### config.mk
export PLATFORM = sky130hd
export DESIGN_NAME = mdu_divider
export DESIGN_NICKNAME = d
export VERILOG_FILES = /design/src/rtl/mdu_pkg.sv /design/src/rtl/mdu_divider_step.sv /design/src/rtl/mdu_divider.sv
export SDC_FILE = /design/constraint.sdc
export NUM_CORES = 1
export LEC_CHECK = 0
export CAP_MARGIN = 10
export CORE_MARGIN = 2
export CORE_UTILIZATION = 25
export DETAILED_ROUTE_END_ITERATION = 16
export SLEW_MARGIN = 20
export SYNTH_ARGS = -nofsm -noshare
export SYNTH_HDL_FRONTEND = slang
export SYNTH_SLANG_ARGS = --single-unit
### constraint.sdc
create_clock -name i_clk -period 8 [get_ports i_clk]
set_clock_uncertainty 0.15 [all_clocks]
set_input_delay 2.4 -clock i_clk [delete_from_list [all_inputs] [get_ports i_clk]]
set_output_delay 2.4 -clock i_clk [all_outputs]
set_load 0.01 [all_outputs]
### src/rtl/mdu_pkg.sv
// Shared definitions for the multiply/divide unit: op codes (common with the
// execute-stage ALU), divider state encoding and op decode helpers.
package mdu_pkg;

  localparam int CTRL_W = 5;

  localparam logic [CTRL_W-1:0] OP_DIV   = 5'b10011;
  localparam logic [CTRL_W-1:0] OP_DIVU  = 5'b10100;
  localparam logic [CTRL_W-1:0] OP_REM   = 5'b10101;
  localparam logic [CTRL_W-1:0] OP_REMU  = 5'b10110;
  localparam logic [CTRL_W-1:0] OP_DIVW  = 5'b11000;
  localparam logic [CTRL_W-1:0] OP_DIVUW = 5'b11001;
  localparam logic [CTRL_W-1:0] OP_REMW  = 5'b11010;
  localparam logic [CTRL_W-1:0] OP_REMUW = 5'b11011;

  typedef enum logic [1:0] {
    IDLE   = 2'd0,
    DIVIDE = 2'd1,
    DONE   = 2'd2
  } divState_e;

  // True for the 32-bit W-variant ops.
  function automatic logic isWordOp(input logic [CTRL_W-1:0] op);
    return (op == OP_DIVW) || (op == OP_DIVUW) || (op == OP_REMW) || (op == OP_REMUW);
  endfunction

  // True for ops that interpret operands as two's complement.
  function automatic logic isSignedOp(input logic [CTRL_W-1:0] op);
    return (op == OP_DIV) || (op == OP_REM) || (op == OP_DIVW) || (op == OP_REMW);
  endfunction

  // True for ops that return the remainder rather than the quotient.
  function automatic logic isRemOp(input logic [CTRL_W-1:0] op);
    return (op == OP_REM) || (op == OP_REMU) || (op == OP_REMW) || (op == OP_REMUW);
  endfunction

  // True for any op code this unit executes.
  function automatic logic isDivUnitOp(input logic [CTRL_W-1:0] op);
    return (op == OP_DIV) || (op == OP_DIVU) || (op == OP_REM) || (op == OP_REMU) ||
           isWordOp(op);
  endfunction

endpackage

### src/rtl/mdu_divider_step.sv
// One restoring division step: shift {rem,quot} left by one, trial-subtract
// the divisor from the widened remainder and keep the difference when it is
// non-negative, recording that outcome as the new quotient bit.
module div_iter_step #(
  parameter int W = 64
) (
  input  logic [W-1:0] remIn_i,
  input  logic [W-1:0] quotIn_i,
  input  logic [W-1:0] divisor_i,
  output logic [W-1:0] remOut_o,
  output logic [W-1:0] quotOut_o
);

  logic [W:0]   shiftedRem;
  logic         trialOk;
  logic [W-1:0] trialDiff;

  // Restoring step; the difference fits in W bits whenever the trial succeeds
  // because the running remainder is always below the divisor.
  always_comb begin
    shiftedRem = {remIn_i, quotIn_i[W-1]};
    trialOk    = (shiftedRem >= {1'b0, divisor_i});
    trialDiff  = shiftedRem[W-1:0] - divisor_i;
    remOut_o   = trialOk ? trialDiff : shiftedRem[W-1:0];
    quotOut_o  = {quotIn_i[W-2:0], trialOk};
  end

endmodule

### src/rtl/mdu_divider.sv
// Iterative radix-2 divider for the RV64M divide/remainder ops. Operands are
// reduced to magnitudes at accept, divided one bit per cycle and sign-fixed on
// the final step; degenerate cases resolve immediately without iterating.
module mdu_divider
  import mdu_pkg::*;
#(
  parameter int DATA_WIDTH    = 64,
  parameter int WORD_WIDTH    = 32,
  parameter int CONTROL_WIDTH = CTRL_W
) (
  input  logic                     i_clk,
  input  logic                     i_arst_n,
  input  logic                     i_flush,
  input  logic                     i_req_valid,
  output logic                     o_req_ready,
  input  logic [CONTROL_WIDTH-1:0] i_op,
  input  logic [DATA_WIDTH-1:0]    i_src_1,
  input  logic [DATA_WIDTH-1:0]    i_src_2,
  output logic                     o_resp_valid,
  input  logic                     i_resp_ready,
  output logic [DATA_WIDTH-1:0]    o_result
);

  localparam int CNT_W = $clog2(DATA_WIDTH + 1);
  localparam int EXT_W = DATA_WIDTH - WORD_WIDTH;

  divState_e             state_q, state_d;
  logic [CNT_W-1:0]      count_q, count_d;
  logic [DATA_WIDTH-1:0] rem_q, rem_d;
  logic [DATA_WIDTH-1:0] quot_q, quot_d;
  logic [DATA_WIDTH-1:0] divisor_q, divisor_d;
  logic [DATA_WIDTH-1:0] result_q, result_d;
  logic                  quotNeg_q, quotNeg_d;
  logic                  remNeg_q, remNeg_d;
  logic                  isRem_q, isRem_d;
  logic                  isWord_q, isWord_d;

  logic                  opWord, opSigned, opRem, opValid;
  logic [DATA_WIDTH-1:0] srcA, srcB, magA, magB, mostNeg, dividendLoad;
  logic                  negA, negB, overflow;
  logic [DATA_WIDTH-1:0] stepRem, stepQuot, finalQuot, finalRem;

  // Narrow results of W ops are sign-extended from bit 31, unsigned ones too.
  function automatic logic [DATA_WIDTH-1:0] fitWord(input logic [DATA_WIDTH-1:0] value,
                                                    input logic word);
    if (word) return {{EXT_W{value[WORD_WIDTH-1]}}, value[WORD_WIDTH-1:0]};
    return value;
  endfunction

  div_iter_step #(.W(DATA_WIDTH)) u_step (
    .remIn_i   (rem_q),
    .quotIn_i  (quot_q),
    .divisor_i (divisor_q),
    .remOut_o  (stepRem),
    .quotOut_o (stepQuot)
  );

  // Decode the incoming request: W extension, magnitudes, operand signs and
  // the most-negative / -1 overflow case.
  always_comb begin
    opWord   = isWordOp(i_op);
    opSigned = isSignedOp(i_op);
    opRem    = isRemOp(i_op);
    opValid  = isDivUnitOp(i_op);
    if (opWord) begin
      srcA    = {{EXT_W{opSigned & i_src_1[WORD_WIDTH-1]}}, i_src_1[WORD_WIDTH-1:0]};
      srcB    = {{EXT_W{opSigned & i_src_2[WORD_WIDTH-1]}}, i_src_2[WORD_WIDTH-1:0]};
      mostNeg = {{(EXT_W + 1){1'b1}}, {(WORD_WIDTH - 1){1'b0}}};
    end else begin
      srcA    = i_src_1;
      srcB    = i_src_2;
      mostNeg = {1'b1, {(DATA_WIDTH - 1){1'b0}}};
    end
    negA         = opSigned & srcA[DATA_WIDTH-1];
    negB         = opSigned & srcB[DATA_WIDTH-1];
    magA         = negA ? -srcA : srcA;
    magB         = negB ? -srcB : srcB;
    dividendLoad = opWord ? (magA << EXT_W) : magA;
    overflow     = opSigned && (srcA == mostNeg) && (srcB == '1);
    finalQuot    = quotNeg_q ? -stepQuot : stepQuot;
    finalRem     = remNeg_q ? -stepRem : stepRem;
  end

  // Next-state logic: accept in IDLE, iterate in DIVIDE, hold result in DONE.
  always_comb begin
    state_d   = state_q;
    count_d   = count_q;
    rem_d     = rem_q;
    quot_d    = quot_q;
    divisor_d = divisor_q;
    result_d  = result_q;
    quotNeg_d = quotNeg_q;
    remNeg_d  = remNeg_q;
    isRem_d   = isRem_q;
    isWord_d  = isWord_q;
    case (state_q)
      IDLE: begin
        if (i_req_valid && !i_flush) begin
          isRem_d   = opRem;
          isWord_d  = opWord;
          quotNeg_d = negA ^ negB;
          remNeg_d  = negA;
          state_d   = DONE;
          if (!opValid) begin
            result_d = '0;
          end else if (srcB == '0) begin
            result_d = fitWord(opRem ? srcA : '1, opWord);
          end else if (overflow) begin
            result_d = fitWord(opRem ? '0 : srcA, opWord);
          end else begin
            rem_d     = '0;
            quot_d    = dividendLoad;
            divisor_d = magB;
            count_d   = opWord ? CNT_W'(WORD_WIDTH) : CNT_W'(DATA_WIDTH);
            state_d   = DIVIDE;
          end
        end
      end
      DIVIDE: begin
        rem_d   = stepRem;
        quot_d  = stepQuot;
        count_d = count_q - CNT_W'(1);
        if (count_q == CNT_W'(1)) begin
          result_d = fitWord(isRem_q ? finalRem : finalQuot, isWord_q);
          state_d  = DONE;
        end
      end
      DONE: begin
        if (i_resp_ready) state_d = IDLE;
      end
      default: state_d = IDLE;
    endcase
    if (i_flush) state_d = IDLE;
  end

  // State and datapath registers; reset aborts any op in flight.
  always_ff @(posedge i_clk or negedge i_arst_n) begin
    if (!i_arst_n) begin
      state_q   <= IDLE;
      count_q   <= '0;
      rem_q     <= '0;
      quot_q    <= '0;
      divisor_q <= '0;
      result_q  <= '0;
      quotNeg_q <= 1'b0;
      remNeg_q  <= 1'b0;
      isRem_q   <= 1'b0;
      isWord_q  <= 1'b0;
    end else begin
      state_q   <= state_d;
      count_q   <= count_d;
      rem_q     <= rem_d;
      quot_q    <= quot_d;
      divisor_q <= divisor_d;
      result_q  <= result_d;
      quotNeg_q <= quotNeg_d;
      remNeg_q  <= remNeg_d;
      isRem_q   <= isRem_d;
      isWord_q  <= isWord_d;
    end
  end

  assign o_req_ready  = (state_q == IDLE);
  assign o_resp_valid = (state_q == DONE);
  assign o_result     = result_q;

endmodule

Figure 1. Metal 1.
Scale bar: 100 µm.
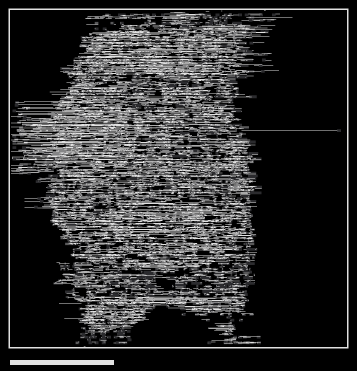
The layer holds 40% of the routed length. 3576 nets have wire on it. The longest straight run is 92.0 µm. The layer carries 45.6 mm of wire. The wires run mostly horizontal.
WL final: 114000 µm
met1 Usage GRT: 26.0%
total number of vias: 28.1k

Figure 2. Signal wires on met2.
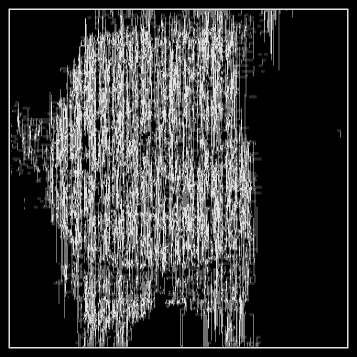
The layer holds 48% of the routed length. The longest straight run is 89.0 µm.

Figure 3. Signal wires on met3.
Scale bar: 100 µm.
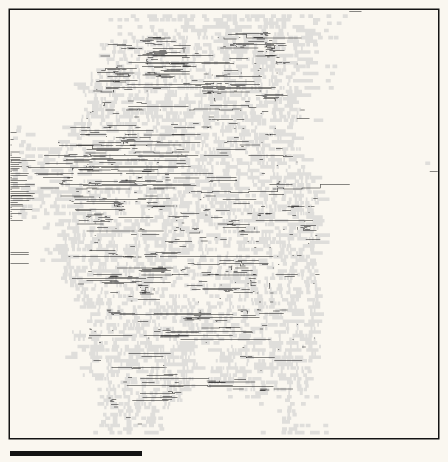
The wires run mostly horizontal. The longest straight run is 86.0 µm. 474 nets have wire on it. The layer carries 7860 µm of wire. The layer holds 6.9% of the routed length.

==> impl_metrics.py <==
# Metrics from the implementation run
metrics = {
    "die": {
        "ios": 204,
        "taps": 1368,
        "die-area_mm2": 0.105,
        "rows": 117,
        "die_h_um": 324,
    },
    "power": {
        "clock_power_share_pct": 13.9,
        "power_density_mw_per_mm2": 403,
        "power_mw": 12.2,
        "power.internal_mw": 5.74,
        "leakagePower_nw": 11.6,
        "vdd_drop_max_uv": 204,
        "share_comb_of_total_power_pct": 64.9,
        "netSwitchingFraction_pct": 53.0,
        "power_frac_seq_pct": 21.2,
        "power_leader": "combinational logic",
        "pwr.group.clock_mw": 1.70,
    },
    "synthesis": {
        "largest_area_cell": "dfrtp_1",
        "common_cells": "nand2_1, o21ai_0, a21oi_1, nor2_1, dfrtp_1",
        "synthesis.area_mm2": 0.0256,
        "topCellsByArea": "dfrtp_1, o21ai_0, a21oi_1, nand2_1, nor2_1",
        "ys.flops": 269,
        "fp_nets": 3715,
        "postSynthSeqShare_pct": 26.3,
        "ys.flop_type": "dfrtp_1",
    },
    "route": {
        "drtIter0Drc": 2999,
        "ant_nets": 0,
        "drc": 0,
        "firstDrtPassIters": 5,
    },
    "layout": {
        "final-clk-cell-share_pct": 3.98,
        "sh_comb_area_pct": 57.9,
        "diodes": 2,
        "buffers_excl_clock": 281,
        "fin_nets": 3783,
        "most-common-layout-cells": "nand2_1, o21ai_0, a21oi_1, nor2_1, dfrtp_1",
        "fill_cells": 11000,
        "inverters_excl_clock": 100,
        "final-nonclk-buf-share_pct": 8.95,
    },
    "final_timing": {
        "final.setup.tns_ns": 0,
        "fin_crit_ns": 7.45,
        "fmax_ghz": 0.134,
        "timing.final.crit_share_pct": 93.2,
        "finalSetupViolations": 0,
        "slew-limit-headroom_pct": 19.4,
        "whs_ns": 0.329,
        "worst_pin_slew_ns": 1.20,
    },
    "critical_path": {
        "critical_path.top_delay_family": "simple AND/OR/NAND/NOR gates",
        "path_max_fanout": 10,
        "worst-path-buf-inv": 2,
        "startpoint": "i_src_2[47]",
        "timing.rr.end": "o_result[52]",
        "reg2reg_depth": 22,
        "timing.critical_path.cells": "clkdlybuf4s50_1 -> or4_1 -> nor4_1 -> a21oi_1 -> nor3_1 -> nand4_1 -> o211ai_1 -> nor2b_1 -> buf_4 -> nor2_2 -> nor2_1 -> and4_1 -> a211oi_1",
        "slowest_delay_ns": 0.99,
        "critPathArrivalTime_ns": 7.72,
        "slowest_stage": "nor3_1",
        "regToRegStartpoint": "rem_q[50]",
        "worst-path-stages": 13,
        "start_kind": "primary input",
        "r2r_slack_ns": 1.08,
        "endpoint_kind": "flip-flop",
    },
    "clocking": {
        "cts-root-buf": "clkbuf_16",
        "htreeDepth": 2,
        "cts_tree": "yes",
        "cts.reportedPaths.clkPinSlew_ns": 0.06,
        "cts_buffer_depth": 3,
        "post_cts_resize_count": 0,
        "cts_hold_buf": 0,
    },
    "worst_hold_path": {
        "hold_path_end": "divisor_q[13]",
        "whs_path_depth": 2,
        "min-delay-start": "divisor_q[13]",
    },
    "place": {
        "io_buffer_count": 203,
        "place_inst": 4905,
    },
    "grt": {
        "grt_pass1_wl_um": 169000,
        "met3_usage_pct": 3.21,
        "top_usage_layer": "met2",
    },
    "status": {
        "status": "complete, no violations",
    },
}
Figure 4. Cell outlines without signal wires.
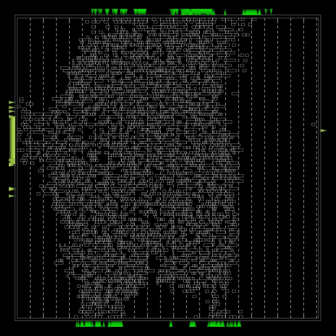
Seq/total area: 22.2%
core box area: 0.102 mm²

Figure 5. Where the registers sit.
Other sequential cells in the stronger gray, the rest of the logic in the fainter gray.
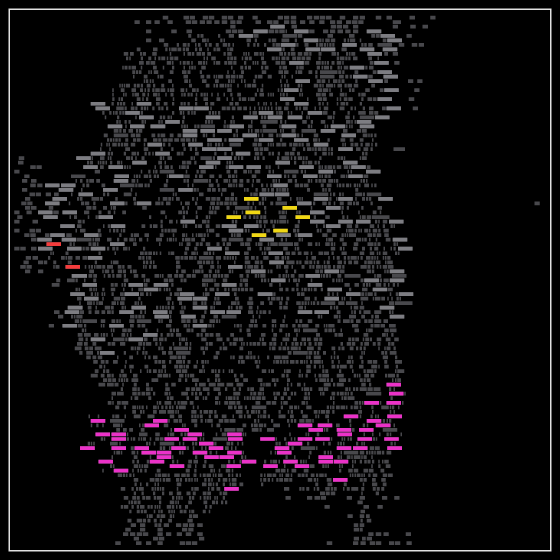
Key: divisor_q = magenta [placed flops 64]; state_q = red [placed flops 2]; count_q = yellow [placed flops 7]
Another 196 sequential cells are not colored.
Final Util: 29.8%
flip-flop and latch area: 0.00673 mm²
Seq. pwr: 2.59 mW

-- flip-flops by register name, indices dropped and copies added (netlist names) --
name / count
divisor_q: 64
o_result: 64
quot_q: 64
rem_q: 64
count_q: 7
state_q: 2
isRem_q: 1
isWord_q: 1
quotNeg_q: 1
remNeg_q: 1
-- kinds of logic (layout without fill, tap and decap cells) --
family	after synthesis	count (layout)	share of synthesized area, %
AND/OR/NAND/NOR	1257	1257	23.0
AND-OR/OR-AND	1248	1248	30.7
buffers and inverters	349	440	5.61
flip-flops	269	269	26.3
XOR/XNOR	257	257	8.78
adder cells (fa/ha/maj)	72	72	3.54
multiplexers	53	53	2.11
other	0	2	0
Power is estimated from default activity; no workload was simulated.
